==> run_1/met3.png <==
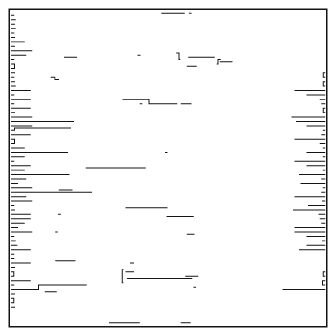
==> run_1/final_congestion.png <==
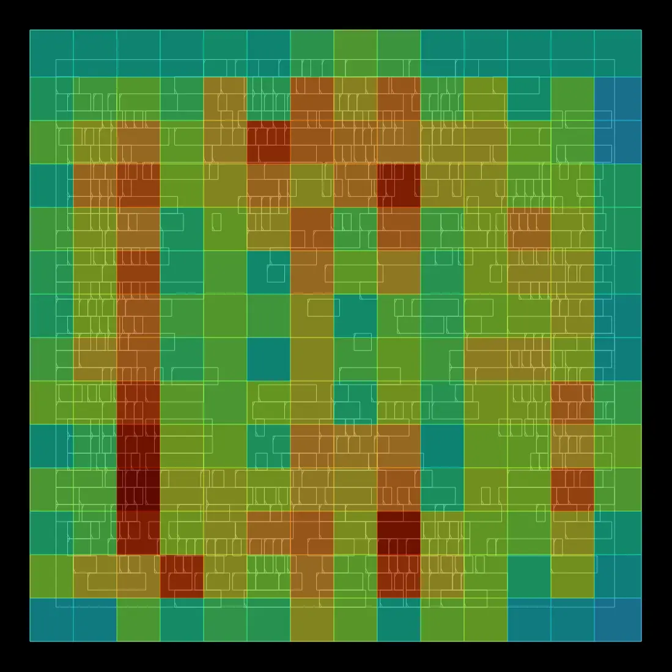
==> run_1/met1.png <==
Bar = 20 um.
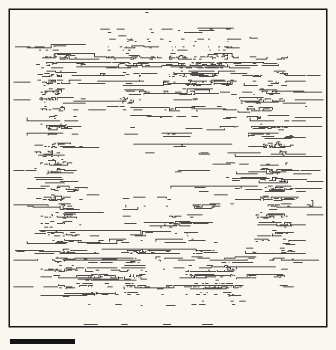
File: src/rtl/mem_arbiter.sv
// Two-port round-robin arbiter in front of a single synchronous memory.
// One access per two cycles: ISSUE drives the memory, RESP returns read data.
module mem_arbiter #(
  parameter int unsigned ADDR_W = 8,
  parameter int unsigned DATA_W = 32
) (
  input  logic                clk,
  input  logic                rst,
  input  logic [1:0]          req,
  input  logic [1:0]          we,
  input  logic [2*ADDR_W-1:0] addr,
  input  logic [2*DATA_W-1:0] wdata,
  output logic [1:0]          gnt,
  output logic [1:0]          rvalid,
  output logic [DATA_W-1:0]   rdata,
  output logic                mem_en,
  output logic                mem_we,
  output logic [ADDR_W-1:0]   mem_addr,
  output logic [DATA_W-1:0]   mem_wdata,
  input  logic [DATA_W-1:0]   mem_rdata
);

  typedef enum logic [1:0] {StIdle, StIssue, StResp} state_e;

  state_e              r_state;
  state_e              w_state_d;
  logic                r_last;
  logic                r_win;
  logic                r_we;
  logic [ADDR_W-1:0]   r_addr;
  logic [DATA_W-1:0]   r_wdata;
  logic                w_arb;
  logic                w_pick;
  logic                w_we_sel;
  logic [ADDR_W-1:0]   w_addr_sel;
  logic [DATA_W-1:0]   w_wdata_sel;

  // A lone request wins outright; on a tie the port not granted last wins.
  always_comb begin
    w_pick = (req == 2'b11) ? ~r_last : req[1];
  end

  always_comb begin
    w_we_sel    = w_pick ? we[1] : we[0];
    w_addr_sel  = w_pick ? addr[ADDR_W +: ADDR_W] : addr[0 +: ADDR_W];
    w_wdata_sel = w_pick ? wdata[DATA_W +: DATA_W] : wdata[0 +: DATA_W];
  end

  always_comb begin
    w_state_d = r_state;
    w_arb     = 1'b0;
    case (r_state)
      StIdle, StResp: begin
        if (|req) begin
          w_state_d = StIssue;
          w_arb     = 1'b1;
        end else begin
          w_state_d = StIdle;
        end
      end
      StIssue: w_state_d = StResp;
      default: w_state_d = StIdle;
    endcase
  end

  always_ff @(posedge clk or negedge rst) begin
    if (!rst) begin
      r_state <= StIdle;
      r_last  <= 1'b1;
      r_win   <= 1'b0;
      r_we    <= 1'b0;
      r_addr  <= '0;
      r_wdata <= '0;
    end else begin
      r_state <= w_state_d;
      if (w_arb) begin
        r_win   <= w_pick;
        r_last  <= w_pick;
        r_we    <= w_we_sel;
        r_addr  <= w_addr_sel;
        r_wdata <= w_wdata_sel;
      end
    end
  end

  // Outputs decode from reset-cleared state, so reset clears them without a clock.
  always_comb begin
    gnt    = 2'b00;
    rvalid = 2'b00;
    mem_en = 1'b0;
    mem_we = 1'b0;
    if (r_state == StIssue) begin
      gnt[r_win] = 1'b1;
      mem_en     = 1'b1;
      mem_we     = r_we;
    end
    if ((r_state == StResp) && !r_we) begin
      rvalid[r_win] = 1'b1;
    end
  end

  assign rdata     = mem_rdata;
  assign mem_addr  = r_addr;
  assign mem_wdata = r_wdata;

endmodule

File: config.mk
export PLATFORM = sky130hd
export DESIGN_NAME = mem_arbiter
export DESIGN_NICKNAME = d
export VERILOG_FILES = /design/src/rtl/mem_arbiter.sv
export SDC_FILE = /design/constraint.sdc
export NUM_CORES = 1
export LEC_CHECK = 0
export ABC_AREA = 1
export CAP_MARGIN = 20
export CORE_MARGIN = 4
export CORE_UTILIZATION = 35
export DETAILED_ROUTE_END_ITERATION = 12
export HOLD_SLACK_MARGIN = 0.02
export PLACE_DENSITY = 0.88
export SYNTH_ARGS = -nofsm -noshare
export SYNTH_HDL_FRONTEND = slang
export SYNTH_SLANG_ARGS = --single-unit
File: constraint.sdc
create_clock -name clk -period 1.4 [get_ports clk]
set_input_delay 0.35 -clock clk [delete_from_list [all_inputs] [get_ports clk]]
set_output_delay 0.35 -clock clk [all_outputs]
set_load 0.1 [all_outputs]
==> run_summary.xml, run 1 <==
<?xml version="1.0" encoding="UTF-8"?>
<metrics>
  <group name="yosys">
    <metric name="ys_cells" unit="">405</metric>
    <metric name="synth_area_per_cell" unit="um2">6.87</metric>
    <metric name="netlist.area_leader.share" unit="">0.396</metric>
    <metric name="ys_chip_area" unit="mm2">0.00278</metric>
    <metric name="yosysWarnings" unit="">0</metric>
    <metric name="ys_seq_share" unit="">0.405</metric>
    <metric name="ys_sh_adder" unit="">0</metric>
    <metric name="syn_area" unit="mm2">0.00278</metric>
    <metric name="netlist_instances" unit="">405</metric>
    <metric name="ys_ff" unit="">45</metric>
    <metric name="topCellsByArea" unit="">sky130_fd_sc_hd__dfrtp_1 (40%), sky130_fd_sc_hd__nand2_1 (17%), sky130_fd_sc_hd__nand3_1 (15%)</metric>
    <metric name="synth_compound_gate_area_share" unit="">0.00180</metric>
    <metric name="synth-simple-area-share" unit="">0.343</metric>
    <metric name="netlist_logic_family_top" unit="">simple AND/OR/NAND/NOR gates</metric>
    <metric name="distinct_cells_synth" unit="">15</metric>
  </group>
  <group name="route">
    <metric name="drt_wl_total" unit="um">8370</metric>
    <metric name="via_count" unit="">2839</metric>
    <metric name="drt-vias-per-instance" unit="">4.62</metric>
    <metric name="drt_iter0_markers" unit="">68</metric>
    <metric name="drc_errors" unit="">0</metric>
    <metric name="firstDrtPassIters" unit="">4</metric>
  </group>
  <group name="timing">
    <metric name="final_hold_viol_count" unit="">0</metric>
    <metric name="finalCriticalPeriod" unit="ns">1.59</metric>
    <metric name="hold_slack" unit="ns">0.0178</metric>
    <metric name="worst_margin_pin_slew" unit="ns">0.290</metric>
    <metric name="fin_worst_skew" unit="ns">0.00608</metric>
    <metric name="postLayoutSetupSlackWorst" unit="ns">-0.191</metric>
    <metric name="layout_worst_path_cycle_share" unit="">1.14</metric>
    <metric name="grt_setup_unrepaired" unit="">yes</metric>
    <metric name="max-slew-margin-rel" unit="">0.807</metric>
    <metric name="setup_viol" unit="">6</metric>
  </group>
  <group name="power">
    <metric name="clock_power_share" unit="">0.112</metric>
    <metric name="pwr-share-seq" unit="">0.269</metric>
    <metric name="netSwitchingPower" unit="mW">3.49</metric>
    <metric name="p_comb" unit="mW">4.34</metric>
    <metric name="combPwrFrac" unit="">0.619</metric>
    <metric name="seq_power" unit="mW">1.89</metric>
    <metric name="power_clock" unit="uW">786</metric>
    <metric name="irDropWorstVdd" unit="uV">943</metric>
    <metric name="power_leakage" unit="nW">2.48</metric>
  </group>
  <group name="worst_setup_path">
    <metric name="crit_required" unit="ns">1.05</metric>
    <metric name="r2r.worst_path.cells" unit="">6</metric>
    <metric name="timing.setup.critical_path_class" unit="">register to output pin</metric>
    <metric name="critPathCaptureType" unit="">output pin</metric>
    <metric name="crit_end" unit="">gnt[1]</metric>
    <metric name="r2r-start" unit="">r_last</metric>
    <metric name="cp-start-kind" unit="">register</metric>
    <metric name="startpoint" unit="">r_state[0]</metric>
  </group>
  <group name="clock_network">
    <metric name="cts_htree_levels" unit="">2</metric>
    <metric name="tritoncts.num_buffers" unit="">5</metric>
    <metric name="clock_insertion_delay_worst_skew" unit="ns">0.29</metric>
    <metric name="cts.reportedPaths.clkPinSlew" unit="ns">0.08</metric>
    <metric name="cts.path.max_buffers" unit="">2</metric>
    <metric name="clock_tree_from_tritoncts" unit="">built</metric>
    <metric name="clock-sinks" unit="">45</metric>
  </group>
  <group name="floorplan">
    <metric name="die_width" unit="um">97.2</metric>
    <metric name="dieArea" unit="mm2">0.00944</metric>
    <metric name="placeableCoreArea" unit="mm2">0.00773</metric>
    <metric name="io_pins" unit="">196</metric>
    <metric name="die-height" unit="um">97.2</metric>
    <metric name="cell_rows" unit="">32</metric>
  </group>
  <group name="placement">
    <metric name="place.gp.congestion" unit="">0.790</metric>
    <metric name="portBuffers" unit="">131</metric>
    <metric name="dpl-instance-area" unit="mm2">0.00455</metric>
  </group>
  <group name="outcome">
    <metric name="violations" unit="">negative setup slack</metric>
    <metric name="status" unit="">complete, but fails checks</metric>
  </group>
  <group name="grt">
    <metric name="grt_pass1_vias" unit="">3042</metric>
    <metric name="initial_antenna_violation_count" unit="">0</metric>
    <metric name="globalRouteOverflowTotal" unit="">0</metric>
  </group>
  <group name="min_path">
    <metric name="worstHoldPathType" unit="">primary input to async pin</metric>
  </group>
  <group name="flow_run">
    <metric name="tool_warnings" unit="">29</metric>
  </group>
  <group name="layout">
    <metric name="fin_util" unit="">0.603</metric>
    <metric name="insertedDiodeCount" unit="">0</metric>
    <metric name="stdcell_area" unit="mm2">0.00466</metric>
    <metric name="layout.cells.most_common_list" unit="">sky130_fd_sc_hd__nand2_1 (125), sky130_fd_sc_hd__inv_1 (84), sky130_fd_sc_hd__nand3_1 (83)</metric>
  </group>
</metrics>
Notes on met3.png above:
The wires run mostly horizontal. 112 nets have wire on it.

Notes on final_congestion.png above:
global-route met1 utilization: 0.191
met3 usage: 0.0481
grt met2 use: 0.330

Notes on met1.png above:
The wires run mostly horizontal. The layer holds 37% of the routed length.

[run 1: synth_stat cells]
master	count
sky130_fd_sc_hd__nor2_8	1
sky130_fd_sc_hd__dfrtp_1	44
sky130_fd_sc_hd__dfstp_2	1
sky130_fd_sc_hd__nand2_2	2
sky130_fd_sc_hd__buf_2	10
sky130_fd_sc_hd__buf_6	5
sky130_fd_sc_hd__inv_2	1
sky130_fd_sc_hd__nand2_1	125
sky130_fd_sc_hd__nor2_4	1
sky130_fd_sc_hd__inv_1	86
sky130_fd_sc_hd__o21ai_0	1
sky130_fd_sc_hd__buf_4	32
sky130_fd_sc_hd__nor2_1	6
sky130_fd_sc_hd__nand3_1	84
sky130_fd_sc_hd__clkbuf_1	6
[run 1: timing repair]
item | CTS | global route
buffers inserted | 1 | 0
pin swaps | 3 | 0
setup endpoints to repair | 6 | 7
gates resized | 2 | 2
cloned | 0 | 0
hold buffers | 0 | 0
[run 1: layout make-up]
class | instances | area (um2)
inverter | 87 | 332
tap | 102 | 128
clock buffer | 8 | 80.1
sequential | 45 | 1130
timing repair buffer | 152 | 1970
multi-input combinational | 220 | 1020
fill | 663 | 3070
[run 1: routing by layer]
metal	share of wire	wire length, um	vias to the layer above	track usage
met5	0	0	-	0
met4	0.027	225	0	0.0767
met3	0.074	623	30	0.0481
met2	0.53	4460	131	0.330
met1	0.37	3060	1301	0.191
li1	-	-	1377	-
[run 1: critical path: stages (launching register included)]
cell and delay [ns]:
sky130_fd_sc_hd__dfrtp_2 0.40, sky130_fd_sc_hd__inv_4 0.05, sky130_fd_sc_hd__nor2_4 0.11, sky130_fd_sc_hd__inv_4 0.07
sky130_fd_sc_hd__nor2_4 0.13, sky130_fd_sc_hd__buf_12 0.18
--- run 2 (diff from run 1) ---
--- a/config.mk
+++ b/config.mk
@@ -12,6 +12,7 @@
 export DETAILED_ROUTE_END_ITERATION = 12
 export HOLD_SLACK_MARGIN = 0.02
 export PLACE_DENSITY = 0.88
+export SETUP_SLACK_MARGIN = 0.05
 export SYNTH_ARGS = -nofsm -noshare
 export SYNTH_HDL_FRONTEND = slang
 export SYNTH_SLANG_ARGS = --single-unit
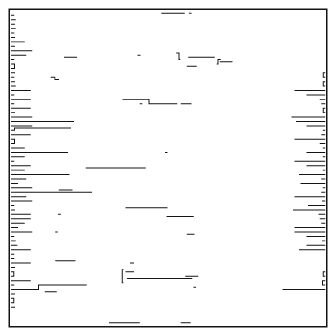
(run_2/met3.png)
112 nets have wire on it. The longest straight run is 24.6 um. The layer carries 624 um of wire.
vias after detailed routing: 2839
final wirelength: 8370 um

==> run_summary.xml, run 2 <==
<?xml version="1.0" encoding="UTF-8"?>
<metrics>
  <group name="floorplan">
    <metric name="io_pins" unit="">196</metric>
    <metric name="die-height" unit="um">97.2</metric>
    <metric name="dieArea" unit="mm2">0.00944</metric>
    <metric name="placeableCoreArea" unit="mm2">0.00773</metric>
  </group>
  <group name="power">
    <metric name="power_leakage" unit="nW">2.48</metric>
    <metric name="combPwrFrac" unit="">0.619</metric>
    <metric name="irDropWorstVdd" unit="uV">943</metric>
    <metric name="pwr-share-seq" unit="">0.269</metric>
  </group>
  <group name="worst_setup_path">
    <metric name="worstPathBufferInverterCount" unit="">3</metric>
    <metric name="r2r.worst_path.cells" unit="">6</metric>
    <metric name="startpoint" unit="">r_state[0]</metric>
    <metric name="cp_cell_sequence" unit="">inv_4, nor2_4, inv_4, nor2_4, buf_12</metric>
    <metric name="crit_required" unit="ns">1.05</metric>
    <metric name="crit_end" unit="">gnt[1]</metric>
    <metric name="r2r-start" unit="">r_last</metric>
    <metric name="worst-path-stages" unit="">5</metric>
    <metric name="critPathCaptureType" unit="">output pin</metric>
  </group>
  <group name="timing">
    <metric name="layout_worst_path_cycle_share" unit="">1.14</metric>
    <metric name="hold_slack" unit="ns">0.0178</metric>
    <metric name="final_hold_viol_count" unit="">0</metric>
    <metric name="fin_worst_skew" unit="ns">0.00608</metric>
    <metric name="max-slew-margin-rel" unit="">0.807</metric>
    <metric name="setup_viol" unit="">6</metric>
    <metric name="grt_setup_unrepaired" unit="">yes</metric>
    <metric name="finalCriticalPeriod" unit="ns">1.59</metric>
    <metric name="worst_margin_pin_slew" unit="ns">0.290</metric>
    <metric name="postLayoutSetupSlackWorst" unit="ns">-0.191</metric>
  </group>
  <group name="outcome">
    <metric name="violations" unit="">negative setup slack</metric>
    <metric name="status" unit="">complete, but fails checks</metric>
  </group>
  <group name="yosys">
    <metric name="ys_ff" unit="">45</metric>
    <metric name="synth-edff-count" unit="">0</metric>
    <metric name="postSynth.asyncResetShare" unit="">1.00</metric>
    <metric name="netlist_instances" unit="">405</metric>
    <metric name="distinct_cells_synth" unit="">15</metric>
    <metric name="netlist.area_leader.share" unit="">0.396</metric>
    <metric name="syn_area" unit="mm2">0.00278</metric>
    <metric name="synth_area_per_cell" unit="um2">6.87</metric>
    <metric name="topCellsByArea" unit="">sky130_fd_sc_hd__dfrtp_1 (40%), sky130_fd_sc_hd__nand2_1 (17%), sky130_fd_sc_hd__nand3_1 (15%)</metric>
    <metric name="postSynth.topFlopCell" unit="">sky130_fd_sc_hd__dfrtp_1</metric>
  </group>
  <group name="grt">
    <metric name="globalRouteOverflowTotal" unit="">0</metric>
    <metric name="initial_antenna_violation_count" unit="">0</metric>
  </group>
  <group name="layout">
    <metric name="insertedDiodeCount" unit="">0</metric>
    <metric name="layout.cells.most_common_list" unit="">sky130_fd_sc_hd__nand2_1 (125), sky130_fd_sc_hd__inv_1 (84), sky130_fd_sc_hd__nand3_1 (83)</metric>
  </group>
  <group name="min_path">
    <metric name="worstHoldPathType" unit="">primary input to async pin</metric>
  </group>
  <group name="clock_network">
    <metric name="cts.reportedPaths.clkPinSlew" unit="ns">0.08</metric>
    <metric name="cts_htree_levels" unit="">2</metric>
    <metric name="clock-sinks" unit="">45</metric>
    <metric name="cts_hold_fix_bufs" unit="">0</metric>
    <metric name="cts.path.max_buffers" unit="">2</metric>
  </group>
  <group name="route">
    <metric name="drt-vias-per-instance" unit="">4.62</metric>
    <metric name="firstDrtPassIters" unit="">4</metric>
    <metric name="drt_iter0_markers" unit="">68</metric>
  </group>
  <group name="placement">
    <metric name="place.gp.congestion" unit="">0.790</metric>
  </group>
</metrics>
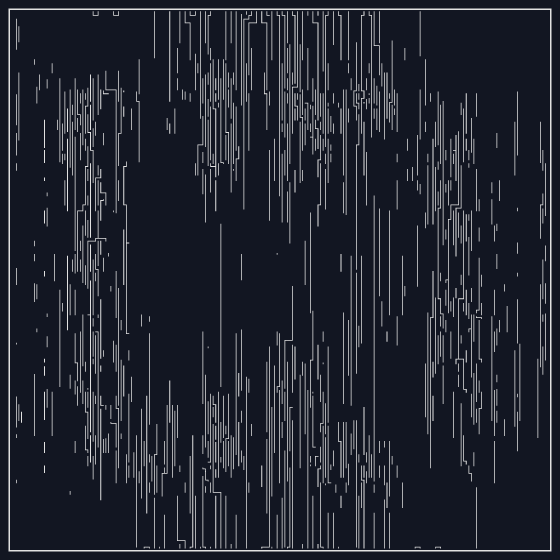
(run_2/met2.png)
The layer carries 4460 um of wire. 490 nets have wire on it.

## run 2: layout make-up
| class | instances | area, um2 | area share |
|---|---|---|---|
| Tap cell | 102 | 128 | 0.0274 |
| Multi-Input combinational cell | 220 | 1020 | 0.219 |
| Inverter | 87 | 332 | 0.0712 |
| Clock buffer | 8 | 80.1 | 0.0172 |
| Timing Repair Buffer | 152 | 1970 | 0.423 |
| Sequential cell | 45 | 1130 | 0.242 |
## run 2: what timing repair did
action,4_1_cts,5_1_grt
endpoints found under the setup margin,6,22
resized,2,2
setup buffers,1,0
pin swaps,3,0
## run 2: layer usage
| layer | GRT usage | share of wire | vias to the layer above |
|---|---|---|---|
| li1 | - | - | 1377 |
| met1 | 0.191 | 0.37 | 1301 |
| met2 | 0.330 | 0.53 | 131 |
| met3 | 0.0481 | 0.074 | 30 |
| met4 | 0.0767 | 0.027 | 0 |
| met5 | 0 | 0 | - |
## run 2: kinds of logic after synthesis
family / Yosys count / share of synthesized area
DFF: 45 / 0.405
and+or+nand+nor: 219 / 0.343
AOI/OAI and AO/OA: 1 / 0.00180
buffers and inverters: 140 / 0.250
## run 2: power by group through the flow
stage | sequential [mW] | combinational (mW) | clock (mW)
final | 1.89 | 4.34 | 0.786
after CTS | 1.89 | 4.37 | 0.807
after global placement | 1.90 | 4.28 | 0
after floorplan | 3.60 | 1.21 | 0
after detailed placement | 1.91 | 4.35 | 0
after global routing | 1.93 | 4.51 | 0.866
## run 2: worst register-to-register path, delay by kind of cell, from the launching register on
family / cells / cell delay [ns]
DFF: 1 / 0.55
and+or+nand+nor: 5 / 0.39
buffers and inverters: 1 / 0.18
Power is estimated from default activity; no workload was simulated.
